<file path="src/rtl/boot_mem_loader_pkg.sv">
// ---------------------------------------------------------------------------
// boot_mem_loader_pkg
// Shared types and constants for the boot image loader.
//   state_t          : loader FSM states
//   WORD_W           : memory word width in bits
//   BYTES_PER_WORD   : bytes packed into one memory word
//   LANE_W           : width of the byte-lane index
//   lane_strobe()    : write strobe covering lanes 0..lane inclusive
// ---------------------------------------------------------------------------
package boot_mem_loader_pkg;

    localparam int WORD_W         = 32;
    localparam int BYTES_PER_WORD = 4;
    localparam int LANE_W         = $clog2(BYTES_PER_WORD);

    typedef enum logic [1:0] {
        IDLE = 2'd0,
        LOAD = 2'd1,
        RUN  = 2'd2,
        ERR  = 2'd3
    } state_t;

    function automatic logic [BYTES_PER_WORD-1:0] lane_strobe(input logic [LANE_W-1:0] lane);
        logic [BYTES_PER_WORD-1:0] strb;
        strb = '0;
        for (int i = 0; i < BYTES_PER_WORD; i++) begin
            if (i <= int'(lane)) begin
                strb[i] = 1'b1;
            end
        end
        return strb;
    endfunction

endpackage

</file>
<file path="src/rtl/boot_word_packer.sv">
// ---------------------------------------------------------------------------
// boot_word_packer
// Packs an accepted little-endian byte stream into 32-bit words and issues a
// registered one-cycle write for every full word, or for a partial word when
// the byte carries the last flag.
//   clk, rst   : clock, synchronous active-high reset
//   clr        : clears the partial word and byte lane (new image)
//   accept     : a byte is taken this cycle
//   data, last : accepted byte and end-of-image flag
//   flush      : combinational, the accepted byte completes a word this cycle
//   we, wdata, wstrb : registered write, valid the cycle after flush
// ---------------------------------------------------------------------------
module boot_word_packer
    import boot_mem_loader_pkg::*;
(
    input  logic                      clk,
    input  logic                      rst,
    input  logic                      clr,
    input  logic                      accept,
    input  logic [7:0]                data,
    input  logic                      last,
    output logic                      flush,
    output logic                      we,
    output logic [WORD_W-1:0]         wdata,
    output logic [BYTES_PER_WORD-1:0] wstrb
);

    logic [LANE_W-1:0] lane;
    logic [WORD_W-1:0] word_q;
    logic [WORD_W-1:0] word_nxt;

    // Partial word with the incoming byte merged into its lane; lanes above
    // the current one are still zero because word_q is cleared after a flush.
    always_comb begin
        word_nxt = word_q;
        word_nxt[{lane, 3'b000} +: 8] = data;
    end

    assign flush = accept && ((&lane) || last);

    always_ff @(posedge clk) begin
        if (rst) begin
            lane   <= '0;
            word_q <= '0;
            we     <= 1'b0;
            wdata  <= '0;
            wstrb  <= '0;
        end else begin
            we    <= flush;
            wstrb <= flush ? lane_strobe(lane) : '0;
            if (flush) begin
                wdata <= word_nxt;
            end
            if (clr) begin
                lane   <= '0;
                word_q <= '0;
            end else if (accept) begin
                lane   <= flush ? '0 : lane + 1'b1;
                word_q <= flush ? '0 : word_nxt;
            end
        end
    end

endmodule

</file>
<file path="src/rtl/boot_mem_loader.sv">
// ---------------------------------------------------------------------------
// boot_mem_loader
// Streams a firmware image (bytes, valid/ready) into a word-addressed memory
// and holds the CPU in reset until a complete image has been written.
//   clk, rst        : clock, synchronous active-high reset
//   start           : one-cycle request to (re)load an image
//   s_data, s_valid, s_ready, s_last : byte stream, s_last on final byte
//   mem_we, mem_addr, mem_wdata, mem_wstrb : memory write port
//   cpu_rst         : core reset, released only while a valid image is held
//   busy, done, err : loading / image ready / image overflowed memory
//   checksum        : sum of written words (BOOT_MEM_LOADER_CHECKSUM_EN only)
//
// Optional feature macro: BOOT_MEM_LOADER_CHECKSUM_EN
//
// state | meaning
// ------+--------------------------------------------------------------
// IDLE  | after reset, no image, CPU held in reset
// LOAD  | accepting bytes; one extra cycle after s_last for the final write
// RUN   | image complete, CPU released
// ERR   | image exceeded MEM_WORDS, CPU held in reset
// ---------------------------------------------------------------------------
module boot_mem_loader
    import boot_mem_loader_pkg::*;
#(
    parameter  int MEM_WORDS = 4096,
    localparam int AW        = $clog2(MEM_WORDS)
) (
    input  logic                      clk,
    input  logic                      rst,
    input  logic                      start,
    input  logic [7:0]                s_data,
    input  logic                      s_valid,
    output logic                      s_ready,
    input  logic                      s_last,
    output logic                      mem_we,
    output logic [AW-1:0]             mem_addr,
    output logic [WORD_W-1:0]         mem_wdata,
    output logic [BYTES_PER_WORD-1:0] mem_wstrb,
    output logic                      cpu_rst,
    output logic                      busy,
    output logic                      done,
    output logic                      err
`ifdef BOOT_MEM_LOADER_CHECKSUM_EN
    ,
    output logic [WORD_W-1:0]         checksum
`endif
);

    // word_addr is one bit wider than mem_addr so it can reach MEM_WORDS,
    // which is what marks an image too large for the memory.
    localparam logic [AW:0] ADDR_LIMIT = (AW+1)'(MEM_WORDS);

    state_t      state;
    state_t      state_nxt;
    logic [AW:0] word_addr;
    logic        fin_pend;
    logic        accept;
    logic        overflow;
    logic        pk_accept;
    logic        pk_flush;
    logic        load_entry;

    assign accept     = s_valid && s_ready;
    assign overflow   = accept && (word_addr == ADDR_LIMIT);
    assign pk_accept  = accept && !overflow;
    assign load_entry = start && (state != LOAD);

    always_ff @(posedge clk) begin
        if (rst) begin
            state <= IDLE;
        end else begin
            state <= state_nxt;
        end
    end

    always_comb begin
        state_nxt = state;
        case (state)
            IDLE, RUN, ERR: begin
                if (start) begin
                    state_nxt = LOAD;
                end
            end
            LOAD: begin
                if (overflow) begin
                    state_nxt = ERR;
                end else if (fin_pend) begin
                    state_nxt = RUN;
                end
            end
            default: state_nxt = IDLE;
        endcase
    end

    // While fin_pend is high the final word is on the write port; the stream
    // is closed for that cycle so no byte of a following image slips in.
    always_comb begin
        s_ready = 1'b0;
        busy    = 1'b0;
        done    = 1'b0;
        err     = 1'b0;
        cpu_rst = 1'b1;
        case (state)
            LOAD: begin
                s_ready = !fin_pend;
                busy    = 1'b1;
            end
            RUN: begin
                done    = 1'b1;
                cpu_rst = 1'b0;
            end
            ERR: begin
                err = 1'b1;
            end
            default: ;
        endcase
    end

    always_ff @(posedge clk) begin
        if (rst || load_entry) begin
            word_addr <= '0;
            mem_addr  <= '0;
            fin_pend  <= 1'b0;
        end else begin
            if (pk_flush) begin
                mem_addr  <= word_addr[AW-1:0];
                word_addr <= word_addr + 1'b1;
            end
            fin_pend <= pk_accept && s_last;
        end
    end

    boot_word_packer u_packer (
        .clk    (clk),
        .rst    (rst),
        .clr    (load_entry),
        .accept (pk_accept),
        .data   (s_data),
        .last   (s_last),
        .flush  (pk_flush),
        .we     (mem_we),
        .wdata  (mem_wdata),
        .wstrb  (mem_wstrb)
    );

`ifdef BOOT_MEM_LOADER_CHECKSUM_EN
    // Accumulates from the registered write port, so the last word is added
    // on the cycle RUN is entered and the value is then frozen.
    always_ff @(posedge clk) begin
        if (rst || load_entry) begin
            checksum <= '0;
        end else if (mem_we) begin
            checksum <= checksum + mem_wdata;
        end
    end
`endif

endmodule

</file>
<file path="config.mk">
export PLATFORM = sky130hd
export DESIGN_NAME = boot_mem_loader
export DESIGN_NICKNAME = d
export VERILOG_FILES = /design/src/rtl/boot_mem_loader_pkg.sv /design/src/rtl/boot_word_packer.sv /design/src/rtl/boot_mem_loader.sv
export SDC_FILE = /design/constraint.sdc
export NUM_CORES = 1
export LEC_CHECK = 0
export ABC_AREA = 1
export CORE_MARGIN = 2
export CORE_UTILIZATION = 46
export DETAILED_ROUTE_END_ITERATION = 8
export MAX_ROUTING_LAYER = met4
export PLACE_DENSITY = 0.7
export SKIP_CTS_REPAIR_TIMING = 1
export SYNTH_ARGS = -nofsm -noshare
export SYNTH_HDL_FRONTEND = slang
export SYNTH_SLANG_ARGS = --single-unit
</file>
<file path="constraint.sdc">
create_clock -name clk -period 2 [get_ports clk]
set_input_delay 0.6 -clock clk [delete_from_list [all_inputs] [get_ports clk]]
set_output_delay 0.6 -clock clk [all_outputs]
set_load 0.05 [all_outputs]
</file>
Figure 1. Track usage over the die (run 1).
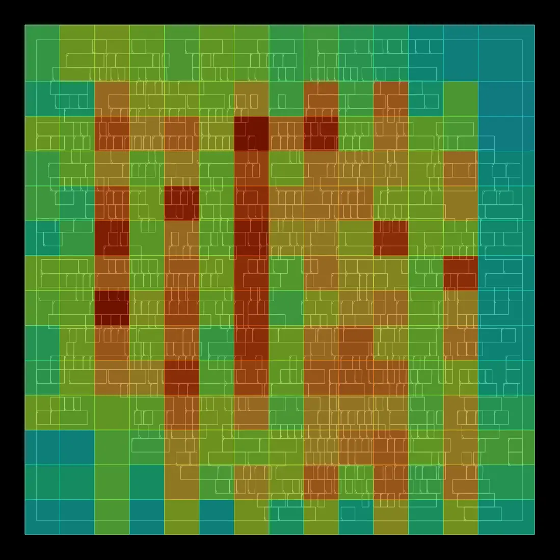
GRT Max-Usage Layer: met2
Total GRT Usage: 22.5%
M2 GR Usage: 35.2%
met3 GRT Util: 4.51%

Figure 2. Floorplan with the power grid (run 1).
Scale: 4 px per µm. Pins as bars on the die edge.
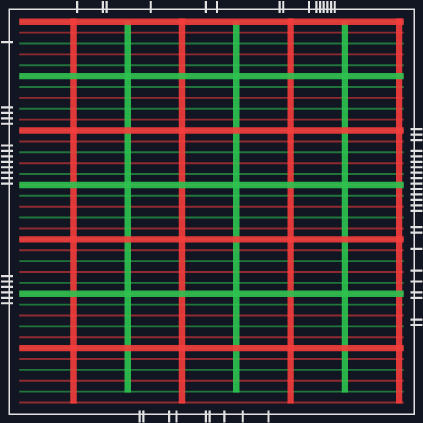
| net | colour |
|---|---|
| VSS | red |
| VDD | green |
rows: 35
signal pins: 67
met5 straps: 7

Figure 3. The metal 4 layer (run 1).
Scale: 4 px per µm.
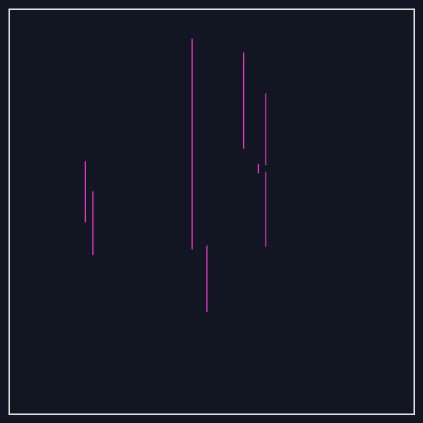
share of all routed wire: 1.5%
nets with wire on the layer: 5

-- run 1: synthesized netlist by cell type, drive strengths merged --
| master | instances |
|---|---|
| nand2 | 257 |
| dfxtp | 98 |
| a21oi | 74 |
| inv | 33 |
| nor2 | 31 |
| nand3 | 29 |
| o21ai | 28 |
| buf | 19 |
| nand4 | 14 |
| clkbuf | 13 |
| ha | 9 |
| xnor2 | 4 |
| clkinv | 2 |
| xor2 | 2 |
| a31oi | 1 |
| nor3b | 1 |
| or2 | 1 |
-- run 1: per-stage QoR --
step / setup TNS, ps / utilization [%] / hold WS, ps / std cells
after detailed placement: -8800 / 56.8 / 455 / 796
after floorplan: 0 / - / 444 / 616
after global placement: -7260 / 56.8 / 442 / 796
after global routing: 0 / 59.1 / 482 / 812
after CTS: 0 / 59.0 / 470 / 812
final: 0 / 59.1 / 466 / 812
-- run 1: metal layers --
| metal | vias to the layer above | wire (µm) | global-route usage, % |
|---|---|---|---|
| met1 | 1896 | 4920 | 29.3 |
| li1 | 2125 | - | - |
| met5 | - | 0 | - |
| met4 | 0 | 161 | 7.06 |
| met2 | 112 | 4900 | 35.2 |
| met3 | 17 | 550 | 4.51 |
-- run 1: logic make-up after synthesis --
kind of cell,Yosys count,share of synthesized area (%)
and+or+nand+nor,333,31.5
AOI/OAI and AO/OA,103,12.0
DFF,98,45.5
buffers and inverters,67,7.22
adders and majority gates,9,2.61
xor gates and xnor gates,6,1.22
-- run 1: area by class of cell --
| cell class | count | area [µm²] | share of cell area, % |
|---|---|---|---|
| multi-input combinational | 451 | 2050 | 37.9 |
| sequential | 98 | 1960 | 36.3 |
| timing repair buffer | 101 | 921 | 17.0 |
| clock buffer | 11 | 141 | 2.61 |
| tap | 111 | 139 | 2.57 |
| inverter | 35 | 131 | 2.43 |
| clock inverter | 5 | 62.6 | 1.16 |
-- run 1: worst max-delay path by stage --
| stage | from | endpoint | slack [ps] | cells after the start |
|---|---|---|---|---|
| floorplan | u_packer.lane[0]$_SDFFE_PP0P_ | u_packer.wdata[8]$_SDFFE_PP0P_ | 120 | 9 |
| global placement | s_valid | u_packer.lane[0]$_SDFFE_PP0P_ | -150 | 6 |
| detailed placement | s_valid | u_packer.lane[0]$_SDFFE_PP0P_ | -170 | 6 |
| CTS | state[0]$_SDFFE_PP0P_ | s_ready | 100 | 3 |
| global route | word_addr[0]$_SDFFE_PP0P_ | u_packer.lane[0]$_SDFFE_PP0P_ | 0.1 | 9 |
| finish | state[0]$_SDFFE_PP0P_ | s_ready | 120 | 3 |
-- run 1: state kept, by name (all words and copies together) (netlist names) --
name / cells
word_addr: 13
mem_addr: 12
u_packer.word_q: 32
fin_pend: 1
u_packer.wdata: 32
u_packer.we: 1
u_packer.wstrb: 3
u_packer.lane: 2
state: 2
-- run 1: report_power, final --
part           total (mW)  leakage [nW]  internal, mW  switching [mW]
Combinational       0.301          1.29         0.106           0.196
Clock                1.32        0.0962         0.620           0.698
Sequential           1.97         0.790          1.96         0.00744
-- run 1: worst max-delay path: cells and delay by family (launching register included) --
kind | cells | cell delay (ps)
buf+inv | 1 | 170
flops | 1 | 420
simple gates | 2 | 330
==> flow_metrics.env, run 1 <==
# flow metrics
export IMPL_status="finished, final reports clean"
export IMPL_hold_start="mem_addr[5]$_SDFFE_PP0P_"
export IMPL_topCellsByArea="dfxtp_1 45%, nand2_1 22%, a21oi_1 8.6%"
export IMPL_slowest_delay_ps=420
export IMPL_syn_num_nets=638
export IMPL_lay_top_count="nand2_1"
export IMPL_yosysWarnings=0
export IMPL_ys_chip_area_mm2=0.00432
export IMPL_place_congestion=0.919
export IMPL_antenna_left=0
export IMPL_wl_per_cell_um=13.0
export IMPL_min_path_type="flip-flop to flip-flop"
export IMPL_drive_above_1_share_pct=16.0
export IMPL_drtIter0Drc=193
export IMPL_setup_ws_ps=119
export IMPL_layout_min_cycle_time_ps=1880
export IMPL_clk_path_buf_depth=2
export IMPL_fmax_mhz=532
export IMPL_ys_ff=98
export IMPL_most_common_layout_cells="256 x nand2_1, 98 x dfxtp_1, 78 x buf_4"
export IMPL_grt_max_degree=36
export IMPL_area_growth_syn_to_layout_pct=25.3
export IMPL_yosysTopAreaCell="dfxtp_1"
export IMPL_slew_headroom_pct=75.0
export IMPL_top_area_share_pct=45.5
export IMPL_nFillCells=832
export IMPL_finalInstanceArea_mm2=0.00541
export IMPL_fin_crit_sh_pct=94.1
export IMPL_hold_depth=2
==> run 2: changes to the inputs <==
--- a/constraint.sdc
+++ b/constraint.sdc
@@ -3,2 +3,2 @@
 set_output_delay 0.6 -clock clk [all_outputs]
-set_load 0.05 [all_outputs]
+set_load 0.1 [all_outputs]
Figure 4. Track usage over the die (run 2).
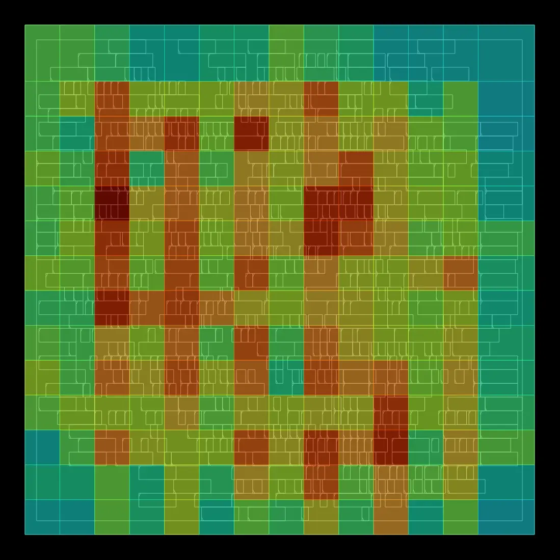
Total GRT Usage: 22.7%
Layout Utilization: 66.0%

Figure 5. Local utilization (run 2).
Scale: 3 px per µm. The die is cut into 10 by 10 equal tiles; white is low, dark blue is high, 0 to 100% covered.
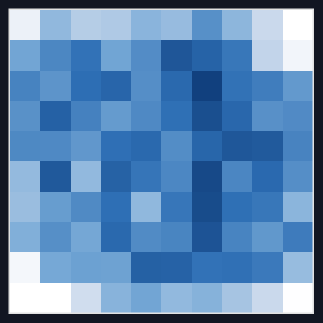
emptiest ninth of the die: bottom left
nearly empty tiles: 4.0%
fullest tile: 94%
tiles over 75% full: 21%

==> run 2 against run 1 <==
Net effect: power up 1.6%; setup slack better by 8.3 ps; routed wire length up 3.3%; utilization up 6.9 points; critical path depth up 1; global-route usage up 0.19 points; first-iteration DRC count up 16%; sequential share of layout area down 3.8 points; clock power about the same; area after synthesis unchanged.
==> flow_metrics.env, run 2 <==
# flow metrics
export IMPL_final_hold_viol_count=0
export IMPL_flop_cell="dfxtp_1"
export IMPL_synth_top_cell_by_count="nand2_1"
export IMPL_slew_headroom_pct=74.5
export IMPL_leakage_nw=2.31
export IMPL_maxCapViolations=0
export IMPL_edf_count=0
export IMPL_clock_sinks=98
export IMPL_crit_chain="inv_1 > nand2_2 > nor2_2 > buf_12"
export IMPL_top_regs="u_packer.wdata x32, u_packer.word_q x32, word_addr x13"
export IMPL_drive_above_1_share_pct=15.9
export IMPL_status="finished, final reports clean"
export IMPL_setup_viol=0
export IMPL_ys_chip_area_mm2=0.00432
export IMPL_top_area_share_pct=45.5
export IMPL_common_cells="256 x nand2_1, 98 x dfxtp_1, 74 x a21oi_1, 33 x inv_1"
export IMPL_drtIter0Drc=223
export IMPL_fin_tns_setup_ps=0
export IMPL_min_path_type="flip-flop to flip-flop"
export IMPL_ios=67
export IMPL_worst_hold_slack_ps=470
export IMPL_ys_ff=98
export IMPL_slowest_delay_ps=320
export IMPL_yosysWarnings=0
export IMPL_vdd_ir_drop_max_mv=0.333
export IMPL_area_growth_syn_to_layout_pct=40.0
export IMPL_grt_max_degree=39
export IMPL_syn_area_per_cell_um2=7.01
export IMPL_yosysTopAreaCell="dfxtp_1"
export IMPL_wl_per_cell_um=13.4
export IMPL_async_flop_share_pct=0
export IMPL_most_common_layout_cells="256 x nand2_1, 98 x dfxtp_1, 74 x a21oi_1"
export IMPL_nFillCells=753
export IMPL_antenna_left=0
export IMPL_place_congestion=0.918
export IMPL_synthDistinctLibCells=24
export IMPL_crit_family="flip-flops"
export IMPL_topCellsByArea="dfxtp_1 45%, nand2_1 22%, a21oi_1 8.6%"
export IMPL_finalInstanceArea_mm2=0.00604
export IMPL_fmax_mhz=534
export IMPL_clk_path_buf_depth=2
export IMPL_lay_top_count="nand2_1"
export IMPL_syn_num_nets=638
export IMPL_layout_min_cycle_time_ps=1870
export IMPL_fin_crit_sh_pct=93.6
export IMPL_dpl_cell_area_mm2=0.00584
export IMPL_critPathBufInv=2
Figure 6. Routed clock nets over the placement (run 2).
Scale: 6 px per µm.
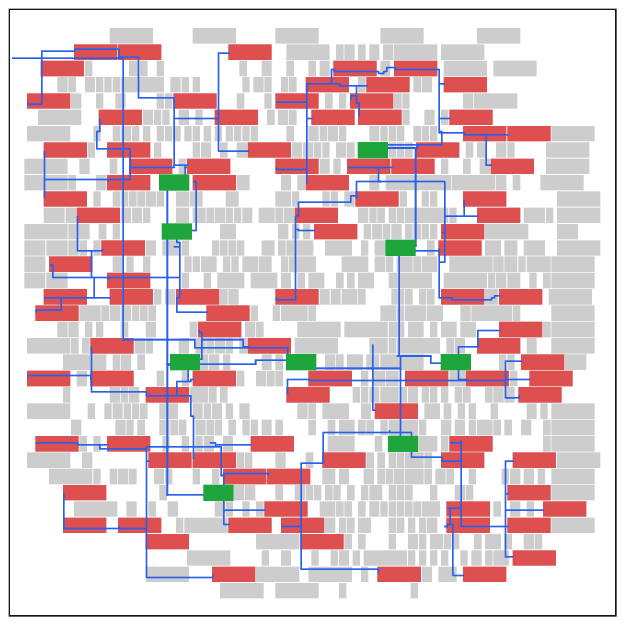
[clock-net drivers] green | count: 9
[clock wires] blue | length: 1140 µm
[flip-flops] red | count: 98
routed clock nets: 10
clock-net power: 1.32 mW
Worst-Skew Late Latency: 370 ps
Clock Skews: 17.7 ps
clock share of power: 36.2%

==> run 2: cell counts after synthesis <==
No cell type changed its count.
==> run 2: final cells by class <==
class	count	area [µm²]	area share [%]
flip-flops and latches	98	1960	32.5
clock buffers	11	141	2.34
repair buffers	99	1550	25.6
inverters	35	131	2.17
well taps	111	139	2.30
clock inverters	5	61.3	1.01
multi-input cells	451	2060	34.1
==> run 2: cell families (layout without fill, tap and decap cells) <==
logic type / after synthesis / after routing / share of synthesized area (%)
AND/OR/NAND/NOR: 333 / 333 / 31.5
buffers and inverters: 67 / 150 / 7.22
XOR/XNOR: 6 / 6 / 1.22
AND-OR/OR-AND: 103 / 103 / 12.0
adder cells (fa/ha/maj): 9 / 9 / 2.61
flip-flops: 98 / 98 / 45.5
==> run 2: tightest hold or removal path, delay by kind of cell, from the launching register on <==
kind / cells / cell delay (ps)
compound gates: 1 / 60
simple gates: 1 / 60
flops: 1 / 320
==> run 2: worst paths after layout <==
kind / startpoint / to / slack, ps / cells after the start
hold / removal: u_packer.word_q[0]$_SDFFE_PP0P_ / u_packer.word_q[0]$_SDFFE_PP0P_ / 470 / 2
setup / recovery: state[1]$_SDFFE_PP0P_ / s_ready / 130 / 4
hold reg to reg: u_packer.word_q[0]$_SDFFE_PP0P_ / u_packer.word_q[0]$_SDFFE_PP0P_ / 470 / 2
setup reg to reg: u_packer.lane[0]$_SDFFE_PP0P_ / u_packer.word_q[24]$_SDFFE_PP0P_ / 130 / 7
==> run 2: per-stage QoR <==
stage	utilization, %	worst slack (ps)	instances
after floorplan	-	-51.4	616
after global placement	63.8	-184	794
after detailed placement	63.8	-203	794
after CTS	66.0	110	810
after global routing	66.0	-38.8	810
final	66.0	127	810
==> run 2: metal layers <==
metal,part of all wire (%),global-route usage (%),vias up,routed length (µm)
li1,-,-,2119,-
met1,46,28.4,1924,4970
met2,47,36.9,144,5160
met3,5.2,3.81,16,562
met4,1.7,8.11,0,181
met5,0,-,-,0
==> run 2: report_power, final <==
| group | leakage [nW] | internal, mW | switching, mW |
|---|---|---|---|
| combinational | 1.42 | 0.122 | 0.230 |
| clock | 0.104 | 0.621 | 0.701 |
| sequential | 0.790 | 1.96 | 0.0107 |
No activity file was given, so power comes from the tool's default toggle rates.
